--- src/rtl/branch_history_tracker_if.sv ---
// Fetch/resolve/PHT-update bundle between the branch history tracker and its neighbours.
// master drives fetch and resolve; slave is the tracker itself.
interface branch_history_tracker_if #(
  parameter int unsigned HIST_BITS = 3,
  parameter int unsigned DEPTH     = 4
);
  localparam int unsigned CntW = $clog2(DEPTH) + 1;

  logic                 fetch_valid;
  logic [15:0]          fetch_PC;
  logic                 fetch_taken_predict;
  logic                 fetch_ready;
  logic [HIST_BITS-1:0] history;
  logic                 resolve_valid;
  logic                 resolve_taken;
  logic                 upd_valid;
  logic [15:0]          PC_actual;
  logic [HIST_BITS-1:0] history_actual;
  logic                 is_taken_actual;
  logic                 mispredict;
  logic                 resolve_error;
  logic [CntW-1:0]      count;

  modport master (
    output fetch_valid, fetch_PC, fetch_taken_predict, resolve_valid, resolve_taken,
    input  fetch_ready, history, upd_valid, PC_actual, history_actual, is_taken_actual,
           mispredict, resolve_error, count
  );

  modport slave (
    input  fetch_valid, fetch_PC, fetch_taken_predict, resolve_valid, resolve_taken,
    output fetch_ready, history, upd_valid, PC_actual, history_actual, is_taken_actual,
           mispredict, resolve_error, count
  );
endinterface

--- src/rtl/branch_history_tracker.sv ---
// Speculative global history plus in-order queue of predicted branches; on resolve it
// drives the PHT write port and repairs history / flushes younger branches on mispredict.
module branch_history_tracker #(
  parameter int unsigned HIST_BITS = 3,
  parameter int unsigned DEPTH     = 4
) (
  input logic                     clk,
  input logic                     rst,
  branch_history_tracker_if.slave bus
);
  localparam int unsigned PtrW = $clog2(DEPTH);
  localparam int unsigned CntW = PtrW + 1;
  localparam logic [CntW-1:0] Full = CntW'(DEPTH);

  logic [15:0]          pc_mem   [DEPTH];
  logic [HIST_BITS-1:0] snap_mem [DEPTH];
  logic                 pred_mem [DEPTH];

  logic [HIST_BITS-1:0] hist_q, hist_d;
  logic [CntW-1:0]      count_q, count_d;
  logic [PtrW-1:0]      rd_ptr_q, rd_ptr_d, wr_ptr_q, wr_ptr_d;
  logic                 upd_q, upd_d, mis_q, mis_d, err_q, err_d;
  logic [15:0]          pc_act_q, pc_act_d;
  logic [HIST_BITS-1:0] hist_act_q, hist_act_d;
  logic                 taken_act_q, taken_act_d;

  logic [15:0]          head_pc;
  logic [HIST_BITS-1:0] head_snap;
  logic                 head_pred;
  logic                 ready, not_empty, do_pop, flush, push;

  assign head_pc   = pc_mem[rd_ptr_q];
  assign head_snap = snap_mem[rd_ptr_q];
  assign head_pred = pred_mem[rd_ptr_q];

  assign ready     = (count_q != Full);
  assign not_empty = (count_q != '0);
  assign do_pop    = bus.resolve_valid && not_empty;
  assign flush     = do_pop && (bus.resolve_taken != head_pred);
  // A fetch in the same cycle as a mispredict is on the wrong path and is dropped.
  assign push      = bus.fetch_valid && ready && !flush;

  always_comb begin
    hist_d      = hist_q;
    count_d     = count_q;
    rd_ptr_d    = rd_ptr_q;
    wr_ptr_d    = wr_ptr_q;
    upd_d       = do_pop;
    mis_d       = flush;
    err_d       = bus.resolve_valid && !not_empty;
    pc_act_d    = pc_act_q;
    hist_act_d  = hist_act_q;
    taken_act_d = taken_act_q;

    if (do_pop) begin
      pc_act_d    = head_pc;
      hist_act_d  = head_snap;
      taken_act_d = bus.resolve_taken;
    end

    if (flush) begin
      hist_d   = {head_snap[HIST_BITS-2:0], bus.resolve_taken};
      count_d  = '0;
      rd_ptr_d = wr_ptr_q;
    end else begin
      if (push) begin
        wr_ptr_d = wr_ptr_q + PtrW'(1);
        hist_d   = {hist_q[HIST_BITS-2:0], bus.fetch_taken_predict};
      end
      if (do_pop) begin
        rd_ptr_d = rd_ptr_q + PtrW'(1);
      end
      count_d = count_q + CntW'(push) - CntW'(do_pop);
    end
  end

  always_ff @(posedge clk) begin
    if (rst) begin
      hist_q      <= '0;
      count_q     <= '0;
      rd_ptr_q    <= '0;
      wr_ptr_q    <= '0;
      upd_q       <= 1'b0;
      mis_q       <= 1'b0;
      err_q       <= 1'b0;
      pc_act_q    <= '0;
      hist_act_q  <= '0;
      taken_act_q <= 1'b0;
    end else begin
      hist_q      <= hist_d;
      count_q     <= count_d;
      rd_ptr_q    <= rd_ptr_d;
      wr_ptr_q    <= wr_ptr_d;
      upd_q       <= upd_d;
      mis_q       <= mis_d;
      err_q       <= err_d;
      pc_act_q    <= pc_act_d;
      hist_act_q  <= hist_act_d;
      taken_act_q <= taken_act_d;
    end
  end

  // Entry storage needs no reset: pointers and count gate every read.
  always_ff @(posedge clk) begin
    if (!rst && push) begin
      pc_mem[wr_ptr_q]   <= bus.fetch_PC;
      snap_mem[wr_ptr_q] <= hist_q;
      pred_mem[wr_ptr_q] <= bus.fetch_taken_predict;
    end
  end

  assign bus.fetch_ready     = ready;
  assign bus.history         = hist_q;
  assign bus.count           = count_q;
  assign bus.upd_valid       = upd_q;
  assign bus.mispredict      = mis_q;
  assign bus.resolve_error   = err_q;
  assign bus.PC_actual       = pc_act_q;
  assign bus.history_actual  = hist_act_q;
  assign bus.is_taken_actual = taken_act_q;
endmodule

--- src/flat_wrapper.sv ---
// flat-port wrapper written by rule: the top's interface ports become plain ports
module branch_history_tracker_flat 
#(
  parameter int unsigned HIST_BITS = 3,
  parameter int unsigned DEPTH     = 4
)
  (clk, rst, bus_fetch_valid, bus_fetch_PC, bus_fetch_taken_predict, bus_resolve_valid, bus_resolve_taken, bus_fetch_ready, bus_history, bus_upd_valid, bus_PC_actual, bus_history_actual, bus_is_taken_actual, bus_mispredict, bus_resolve_error, bus_count);
  branch_history_tracker_if #(.HIST_BITS(HIST_BITS), .DEPTH(DEPTH)) bus_i ();
  input logic clk;
  input logic rst;
  input wire logic [$bits(bus_i.fetch_valid)-1:0] bus_fetch_valid;
  input wire logic [$bits(bus_i.fetch_PC)-1:0] bus_fetch_PC;
  input wire logic [$bits(bus_i.fetch_taken_predict)-1:0] bus_fetch_taken_predict;
  input wire logic [$bits(bus_i.resolve_valid)-1:0] bus_resolve_valid;
  input wire logic [$bits(bus_i.resolve_taken)-1:0] bus_resolve_taken;
  output wire logic [$bits(bus_i.fetch_ready)-1:0] bus_fetch_ready;
  output wire logic [$bits(bus_i.history)-1:0] bus_history;
  output wire logic [$bits(bus_i.upd_valid)-1:0] bus_upd_valid;
  output wire logic [$bits(bus_i.PC_actual)-1:0] bus_PC_actual;
  output wire logic [$bits(bus_i.history_actual)-1:0] bus_history_actual;
  output wire logic [$bits(bus_i.is_taken_actual)-1:0] bus_is_taken_actual;
  output wire logic [$bits(bus_i.mispredict)-1:0] bus_mispredict;
  output wire logic [$bits(bus_i.resolve_error)-1:0] bus_resolve_error;
  output wire logic [$bits(bus_i.count)-1:0] bus_count;
  assign bus_i.fetch_valid = bus_fetch_valid;
  assign bus_i.fetch_PC = bus_fetch_PC;
  assign bus_i.fetch_taken_predict = bus_fetch_taken_predict;
  assign bus_i.resolve_valid = bus_resolve_valid;
  assign bus_i.resolve_taken = bus_resolve_taken;
  assign bus_fetch_ready = bus_i.fetch_ready;
  assign bus_history = bus_i.history;
  assign bus_upd_valid = bus_i.upd_valid;
  assign bus_PC_actual = bus_i.PC_actual;
  assign bus_history_actual = bus_i.history_actual;
  assign bus_is_taken_actual = bus_i.is_taken_actual;
  assign bus_mispredict = bus_i.mispredict;
  assign bus_resolve_error = bus_i.resolve_error;
  assign bus_count = bus_i.count;
  branch_history_tracker #(.HIST_BITS(HIST_BITS), .DEPTH(DEPTH)) u_core (.clk(clk), .rst(rst), .bus(bus_i));
endmodule
--- config.mk ---
export PLATFORM = sky130hd
export DESIGN_NAME = branch_history_tracker_flat
export DESIGN_NICKNAME = d
export VERILOG_FILES = /design/src/rtl/branch_history_tracker_if.sv /design/src/rtl/branch_history_tracker.sv /design/src/flat_wrapper.sv
export SDC_FILE = /design/constraint.sdc
export NUM_CORES = 1
export LEC_CHECK = 0
export CAP_MARGIN = 20
export CELL_PAD_IN_SITES_DETAIL_PLACEMENT = 0
export CELL_PAD_IN_SITES_GLOBAL_PLACEMENT = 1
export CORE_MARGIN = 1.5
export CORE_UTILIZATION = 35
export DETAILED_ROUTE_END_ITERATION = 16
export PLACE_DENSITY_LB_ADDON = 0.1
export REMOVE_ABC_BUFFERS = 1
export SETUP_SLACK_MARGIN = 0.4
export SLEW_MARGIN = 40
export SYNTH_ARGS = -nofsm -noshare
export SYNTH_HDL_FRONTEND = slang
export SYNTH_SLANG_ARGS = --single-unit
--- constraint.sdc ---
create_clock -name clk -period 2.4 [get_ports clk]
set_input_delay 0.48 -clock clk [delete_from_list [all_inputs] [get_ports clk]]
set_output_delay 0.48 -clock clk [all_outputs]
set_load 0.02 [all_outputs]
==> results.yml, run 1 <==
# physical design summary
worst_setup_path:
  crit_slowest_cell: "mux4_2"
  r2r_cells: 7
  cp.buffers_inverters: 3
  critical_path_data_arrival_time_ns: 2.36
  reg2reg_setup_slack_ns: 0.16
  criticalPathCategory: "reg2reg"
  r2r-start: "u_core.pred_mem[3]"
  crit_path_max_incr_delay_ns: 0.54
  critPathLaunchType: "register"
timing:
  final.hold.worst_slack_ns: 0.452
  max_clock_freq_mhz: 447
  worst-slew-pin-transition_ns: 0.575
  setup-tns-final_ns: 0
  max_transition_margin_pct: 61.6
  grt_setup_unrepaired: "yes"
  final-max-slew-violation-count: 0
  setup_skew_after_layout_ns: 0.0101
  timing.final.ws_setup_ns: 0.161
  setup_viol: 0
grt:
  grt_use_total_pct: 16.8
  globalRoute.totalOverflow: 0
  number_of_global_route_vias_before_repair: 2724
  initial_antenna_violation_count: 0
  grt_pass1_wl_um: 15400
logic_synthesis:
  postSynthRegisterBits: 115
  ys_area_um2: 4350
  syn_inst: 280
  synth.distinct_cells: 36
  synth_cell_area_um2: 4350
  syn_area_per_cell_um2: 15.5
cells_and_area:
  post_route_cells_drive_above_1_share_pct: 26.0
  final_layout_top_logic_cell: "edfxtp_1"
  number_of_standard_cells_in_the_layout_taps_in_and_fillers_out: 553
  finish.instance_area_um2: 6300
  final_nets: 401
  final_util_pct: 52.2
  filler_cell_count: 1023
  syn2layout_area_growth_pct: 44.6
die:
  boundary_pins: 52
  die_w_um: 115
  coreArea_um2: 12100
  dieArea_um2: 13100
  fp_util_pct: 36.1
  chipHeight_um: 115
clock_tree:
  cts_num_sinks: 115
  ctsHtreeMaxLevel: 4
  cts.clk_slew.worst_paths_ns: 0.05
  total_of_hold_buffers_inserted_after_clock_tree_synthesis: 0
  cts.path.max_buffers: 2
  cts_tree: "built"
  clock_insertion_delay_worst_skew_ns: 0.41
placed_design:
  dp_hpwl_um: 5430
  gp_congestion: 0.686
  placedCellCount: 505
  place_worst_setup_slack_ns: -0.0729
hold_path:
  min-delay-path-class: "reg2reg"
  timing.hold.worst_path_depth: 2
  min-delay-start: "u_core.bus.PC_actual[9]"
  whs_endpoint: "u_core.bus.PC_actual[9]"
detailed_routing:
  via_per_inst: 4.78
  dr.first_iter.drc_count: 137
  antenna_nets_post_route: 0
  drtPass1Iterations: 4
  routedWlPerCell_um: 18.0
power:
  clockPowerShare_pct: 37.8
  power_report.internal_total_uw: 5200
  power_switching_share_pct: 26.9
  leakagePower_uw: 0.00224
  switchingPower_uw: 1910
  total_power_uw: 7110
flow_run:
  openroad.warnings: 30
  drv_cap: 0
status:
  outcome: "finished clean"
## run 1: sequential cells by signal, summed over array words and instances (netlist names), named ones only
register	flops
u_core.snap_mem	12
u_core.bus.resolve_error	1
u_core.bus.count	3
u_core.bus.is_taken_actual	1
u_core.bus.mispredict	1
u_core.bus.PC_actual	16
u_core.bus.history	3
u_core.rd_ptr_q	2
u_core.wr_ptr_q	2
u_core.bus.upd_valid	1
u_core.pc_mem	64
u_core.bus.history_actual	3
u_core.pred_mem	4
## run 1: power groups by stage
stage	clock, uW	sequential, uW	combinational [uW]
2_1_floorplan	0	2820	706
3_3_place_gp	0	2640	1620
3_5_place_dp	0	2640	1630
4_1_cts	2750	2610	1830
5_1_grt	2830	2640	1970
6_report	2690	2610	1810
## run 1: area by class of cell
| type | count | area [um2] | share of cell area, % |
|---|---|---|---|
| clock buffer | 23 | 488 | 7.75 |
| clock inverter | 9 | 151 | 2.40 |
| inverter | 7 | 26.3 | 0.417 |
| multi-input combinational | 144 | 1230 | 19.5 |
| sequential | 115 | 3110 | 49.3 |
| tap | 168 | 210 | 3.34 |
| timing repair buffer | 87 | 1090 | 17.3 |
## run 1: metal layers
layer	GRT usage, %	routed length, um	up-vias
met5	0	0	-
met4	5.75	108	0
met3	5.19	439	11
met2	27.3	4950	65
met1	21.4	4470	1319
li1	-	-	1248
## run 1: cell usage after synthesis
library cell	number	area (um2)
or3_1	1	6.26
nand2b_1	1	6.26
nand4_1	1	6.26
o21ai_1	1	5.00
o31ai_2	1	12.5
a311oi_1	2	17.5
a2111oi_0	1	8.76
and3_1	6	37.5
fa_1	1	20.0
nor2_1	6	22.5
o311ai_1	2	17.5
xor2_2	1	16.3
xnor2_1	1	8.76
nand3_1	4	20.0
xnor2_2	1	16.3
nor3b_1	1	7.51
nand2_1	49	184
inv_2	1	3.75
nor4b_1	1	8.76
xor2_1	1	8.76
mux4_1	3	78.8
buf_2	1	5.00
a21oi_1	23	115
or3b_1	1	8.76
mux4_2	17	383
a32oi_1	1	8.76
o32a_1	1	10.0
dfxtp_1	35	701
a211oi_1	2	15.0
and2_1	2	12.5
inv_1	6	22.5
clkbuf_1	13	48.8
nor3_1	4	20.0
edfxtp_1	80	2400
a31oi_1	2	12.5
ha_1	6	75.1
## run 1: kinds of logic after synthesis
logic type / Yosys count / synth area share (%)
flops: 115 / 71.3
simple gates: 77 / 7.82
compound gates: 36 / 5.12
buf+inv: 21 / 1.84
mux: 20 / 10.6
fa+ha+maj: 7 / 2.18
xor+xnor: 4 / 1.15
## run 1: how the worst max path moves through the flow
stage,startpoint,end,cells after the start
after floorplan,u_core.bus.count[1],u_core.bus.count[2],10
after global placement,bus_resolve_valid,u_core.bus.count[2],11
after detailed placement,bus_resolve_valid,u_core.bus.count[2],11
after CTS,u_core.pred_mem[3],u_core.snap_mem[2][0],7
after global routing,u_core.pred_mem[2],u_core.bus.count[2],9
final,u_core.pred_mem[3],u_core.snap_mem[0][1],7
## run 1: timing repair
action                     CTS  global route
setup endpoints to repair   86            87
resized                     28             8
buffers inserted             6             1
pin swaps                    5             6
cloned                       9             0
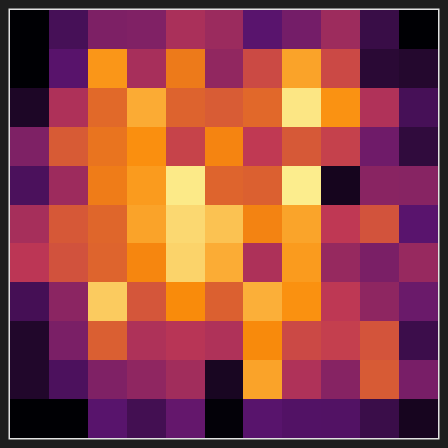
(run_1/density.png)
11 x 11 tiles, from black (low) to pale yellow (high), 0 to 100% covered.
The densest ninth of the die: centre. 5.0% of the tiles are nearly empty. The mean over all tiles is 46%. 17% of the tiles are over 75% full.

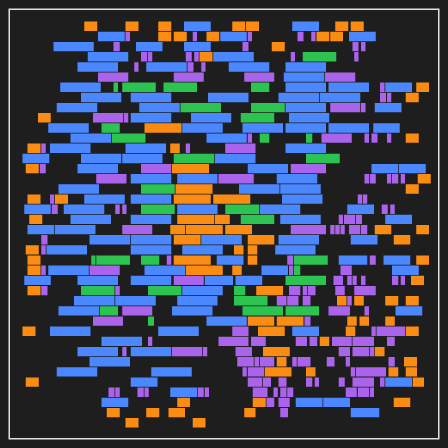
(run_1/cell_classes.png)
Key: green = clock drivers and dummy loads [cells 32, share of their area 11%]; blue = flip-flops [cells 115, share of their area 51%]; purple = all other logic [cells 151, share of their area 21%]; orange = other buffers and delay cells [cells 87, share of their area 18%]

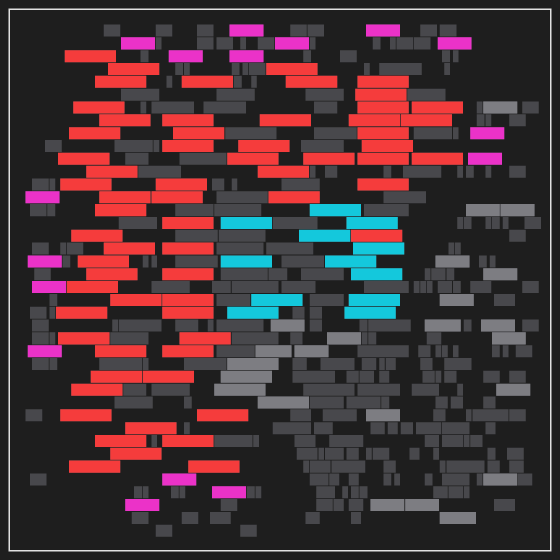
(run_1/registers.png)
Other sequential cells in the stronger grey, the rest of the logic in the fainter grey.
Key: cyan = u_core.snap_mem [placed flops 12]; magenta = u_core.bus.PC_actual [placed flops 16, where spread over the die]; red = u_core.pc_mem [placed flops 64]
Another 23 sequential cells are not coloured.

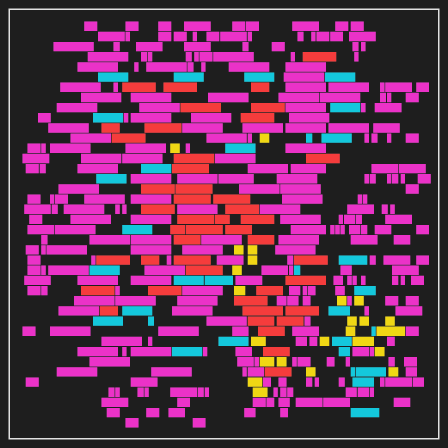
(run_1/drive_strength.png)
Key: red = drive 6 and up [cells 45]; yellow = drive 3 to 4 [cells 24]; magenta = drive 1 or less [cells 285]; cyan = drive 2 [cells 31]

==> run 2, diff against run 1 <==
- PLACE_DENSITY: default -> 0.73
- PLACE_DENSITY_LB_ADDON: 0.1 -> default
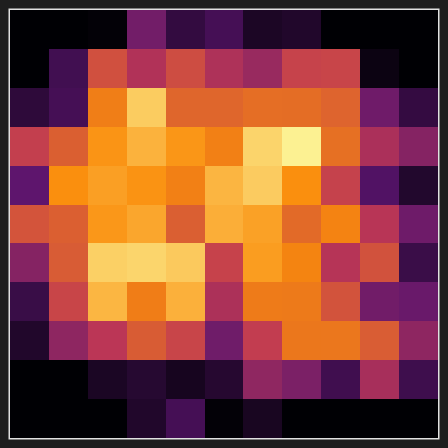
(run_2/density.png)
11 x 11 tiles, from black (low) to pale yellow (high), 0 to 100% covered.
15% of the tiles are nearly empty. The emptiest ninth of the die: lower left. 18% of the tiles are over 75% full. The densest ninth of the die: centre. The mean over all tiles is 43%. The fullest tile reaches 97%.

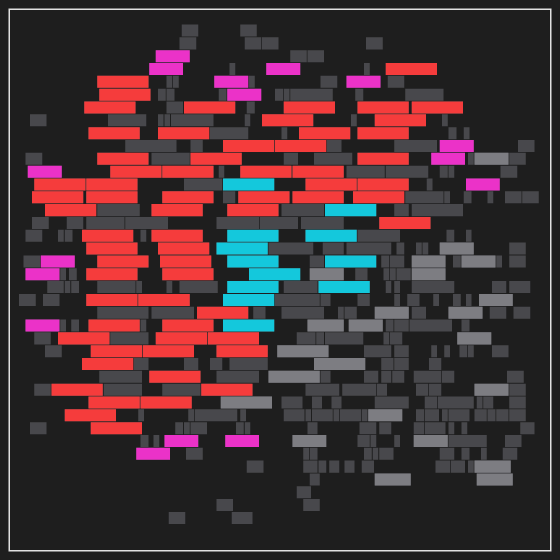
(run_2/registers.png)
Other sequential cells in the stronger grey, the rest of the logic in the fainter grey.
Key: magenta = u_core.bus.PC_actual [placed flops 16, where spread over the die]; red = u_core.pc_mem [placed flops 64]; cyan = u_core.snap_mem [placed flops 12, where centre]

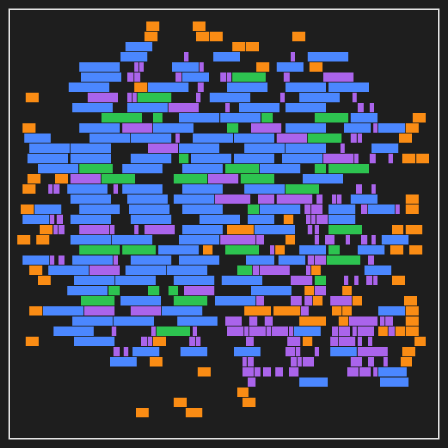
(run_2/cell_classes.png)
Key: green = clock drivers and dummy loads [cells 32, share of their area 11%]; blue = flip-flops [cells 115, share of their area 55%]; orange = other buffers and delay cells [cells 70, share of their area 12%]; purple = all other logic [cells 151, share of their area 22%]

==> run 2 against run 1 <==
Clock skew is 0.00051 ns lower. Core utilization is 3.6 points lower. Clock power is 3% lower. Critical path depth is 2 lower. Worst setup slack better by 0.046 ns. Final area is 7.0% lower. Largest cell class unchanged.
==> results.yml, run 2 <==
# physical design summary
clock_tree:
  cts.path.max_buffers: 2
  clock_insertion_delay_worst_skew_ns: 0.40
  ctsHtreeMaxLevel: 4
  cts.clk_slew.worst_paths_ns: 0.06
  cts_tree: "built"
die:
  dieArea_um2: 13100
  die_w_um: 115
  chipHeight_um: 115
  fp_util_pct: 36.1
  coreArea_um2: 12100
  boundary_pins: 52
worst_setup_path:
  r2r-start: "u_core.pred_mem[1]"
  criticalPathCategory: "reg2reg"
  reg2reg_setup_slack_ns: 0.21
  critPathLaunchType: "register"
logic_synthesis:
  postSynthRegisterBits: 115
  edf_count: 80
  synth_largest_type_area_fraction_pct: 55.2
  synthTopCellsByCount: "edfxtp_1 (80), nand2_1 (49), dfxtp_1 (35)"
  syn_area_per_cell_um2: 15.5
  synth.area.top_cells: "edfxtp_1 (55%), dfxtp_1 (16%), mux4_2 (8.8%), nand2_1 (4.2%), a21oi_1 (2.6%)"
  synth.distinct_cells: 36
  synth_area_leader_cell: "edfxtp_1"
  syn_inst: 280
  ys_async_sr_fraction_pct: 0
  postSynth.topFlopCell: "edfxtp_1"
placed_design:
  place_worst_setup_slack_ns: -0.0427
  gp_congestion: 0.739
  dp_hpwl_um: 5330
  placedCellCount: 503
cells_and_area:
  max_flop_register: "u_core.pc_mem"
  post_route_cells_drive_above_1_share_pct: 21.5
  final_nets: 384
  ff_latch_area_um2: 3110
  syn2layout_area_growth_pct: 34.6
  final_layout_top_logic_cell: "edfxtp_1"
  filler_cell_count: 1076
timing:
  max_transition_margin_pct: 60.8
  setup_viol: 0
  grt_setup_unrepaired: "yes"
  worst-slew-pin-transition_ns: 0.587
  timing.final.ws_setup_ns: 0.207
  final-max-slew-violation-count: 0
  setup_skew_after_layout_ns: 0.00956
flow_run:
  drv_cap: 0
grt:
  gr-usage-met2_pct: 22.6
  groute.layer.met1.usage_pct: 18.6
  grt_use_total_pct: 14.4
  globalRoute.totalOverflow: 0
  grt_pass1_wl_um: 13900
  groute.layer.met3.usage_pct: 5.19
  initial_antenna_violation_count: 0
detailed_routing:
  dr.first_iter.drc_count: 144
  drtPass1Iterations: 6
  routedWlPerCell_um: 16.3
hold_path:
  min-delay-path-class: "reg2reg"
  timing.hold.worst_path_depth: 2
  min-delay-start: "u_core.bus.is_taken_actual"
power:
  total_power_uw: 6800
  leakagePower_uw: 0.00204
status:
  outcome: "finished clean"
[run 2: cell counts after synthesis]
Identical to the previous run, type by type.
[run 2: cell families after synthesis]
group | after synthesis | synth area share [%]
DFF | 115 | 71.3
and+or+nand+nor | 77 | 7.82
AOI/OAI and AO/OA | 36 | 5.12
buffers and inverters | 21 | 1.84
muxes | 20 | 10.6
adders and majority gates | 7 | 2.18
xor gates and xnor gates | 4 | 1.15
[run 2: critical path, cell delays in order, from the launching register on]
cell      delay [ns]
edfxtp_1        0.39
mux4_2          0.51
xor2_2          0.18
a21oi_1         0.31
and3_1          0.28
buf_12          0.20
[run 2: metal layers]
metal / share of wire (%) / wire (um) / vias up
li1: - / - / 1214
met1: 46 / 4010 / 1277
met2: 50 / 4350 / 59
met3: 4.4 / 383 / 2
met4: 0.16 / 14 / 0
met5: 0 / 0 / -
[run 2: layout make-up]
type,count,area share (%)
Timing Repair Buffer,70,12.0
Clock inverter,15,3.31
Multi-Input combinational cell,144,20.3
Sequential cell,115,53.1
Inverter,7,0.449
Tap cell,168,3.59
Clock buffer,17,7.26
[run 2: worst max path at each step]
stage | startpoint | end | slack (ns) | cells after the start
after CTS | u_core.pred_mem[1] | u_core.bus.count[2] | 0.17 | 9
final | u_core.pred_mem[1] | u_core.snap_mem[3][2] | 0.21 | 5
after floorplan | u_core.bus.count[1] | u_core.bus.count[2] | -1.18 | 10
after global placement | bus_resolve_valid | u_core.bus.count[2] | -0.02 | 11
after detailed placement | bus_resolve_valid | u_core.bus.count[2] | -0.04 | 11
after global routing | u_core.pred_mem[1] | u_core.bus.count[2] | 0.11 | 9
[run 2: through the flow]
| step | area, um2 | utilization (%) | hold slack (ns) | TNS [ns] |
|---|---|---|---|---|
| after floorplan | 4300 | - | 0.527 | -89.16 |
| after global placement | 5210 | 43.2 | 0.445 | -0.0216 |
| after detailed placement | 5210 | 43.2 | 0.448 | -0.0427 |
| after CTS | 5840 | 48.4 | 0.456 | 0 |
| after global routing | 5860 | 48.6 | 0.476 | 0 |
| final | 5860 | 48.6 | 0.453 | 0 |
[run 2: timing repair]
action / 4_1_cts / 5_1_grt
gates cloned: 0 / 0
buffers inserted: 1 / 0
pin swaps: 2 / 3
endpoints found under the setup margin: 88 / 87
gates resized: 7 / 6
[run 2: report_power, final]
group | switching (uW) | leakage [uW] | internal (uW)
Sequential | 174 | 0.00102 | 2440
Clock | 952 | 0.000294 | 1660
Combinational | 815 | 0.000727 | 760
Total | 1940 | 0.00204 | 4860
Power is estimated from default activity; no workload was simulated.
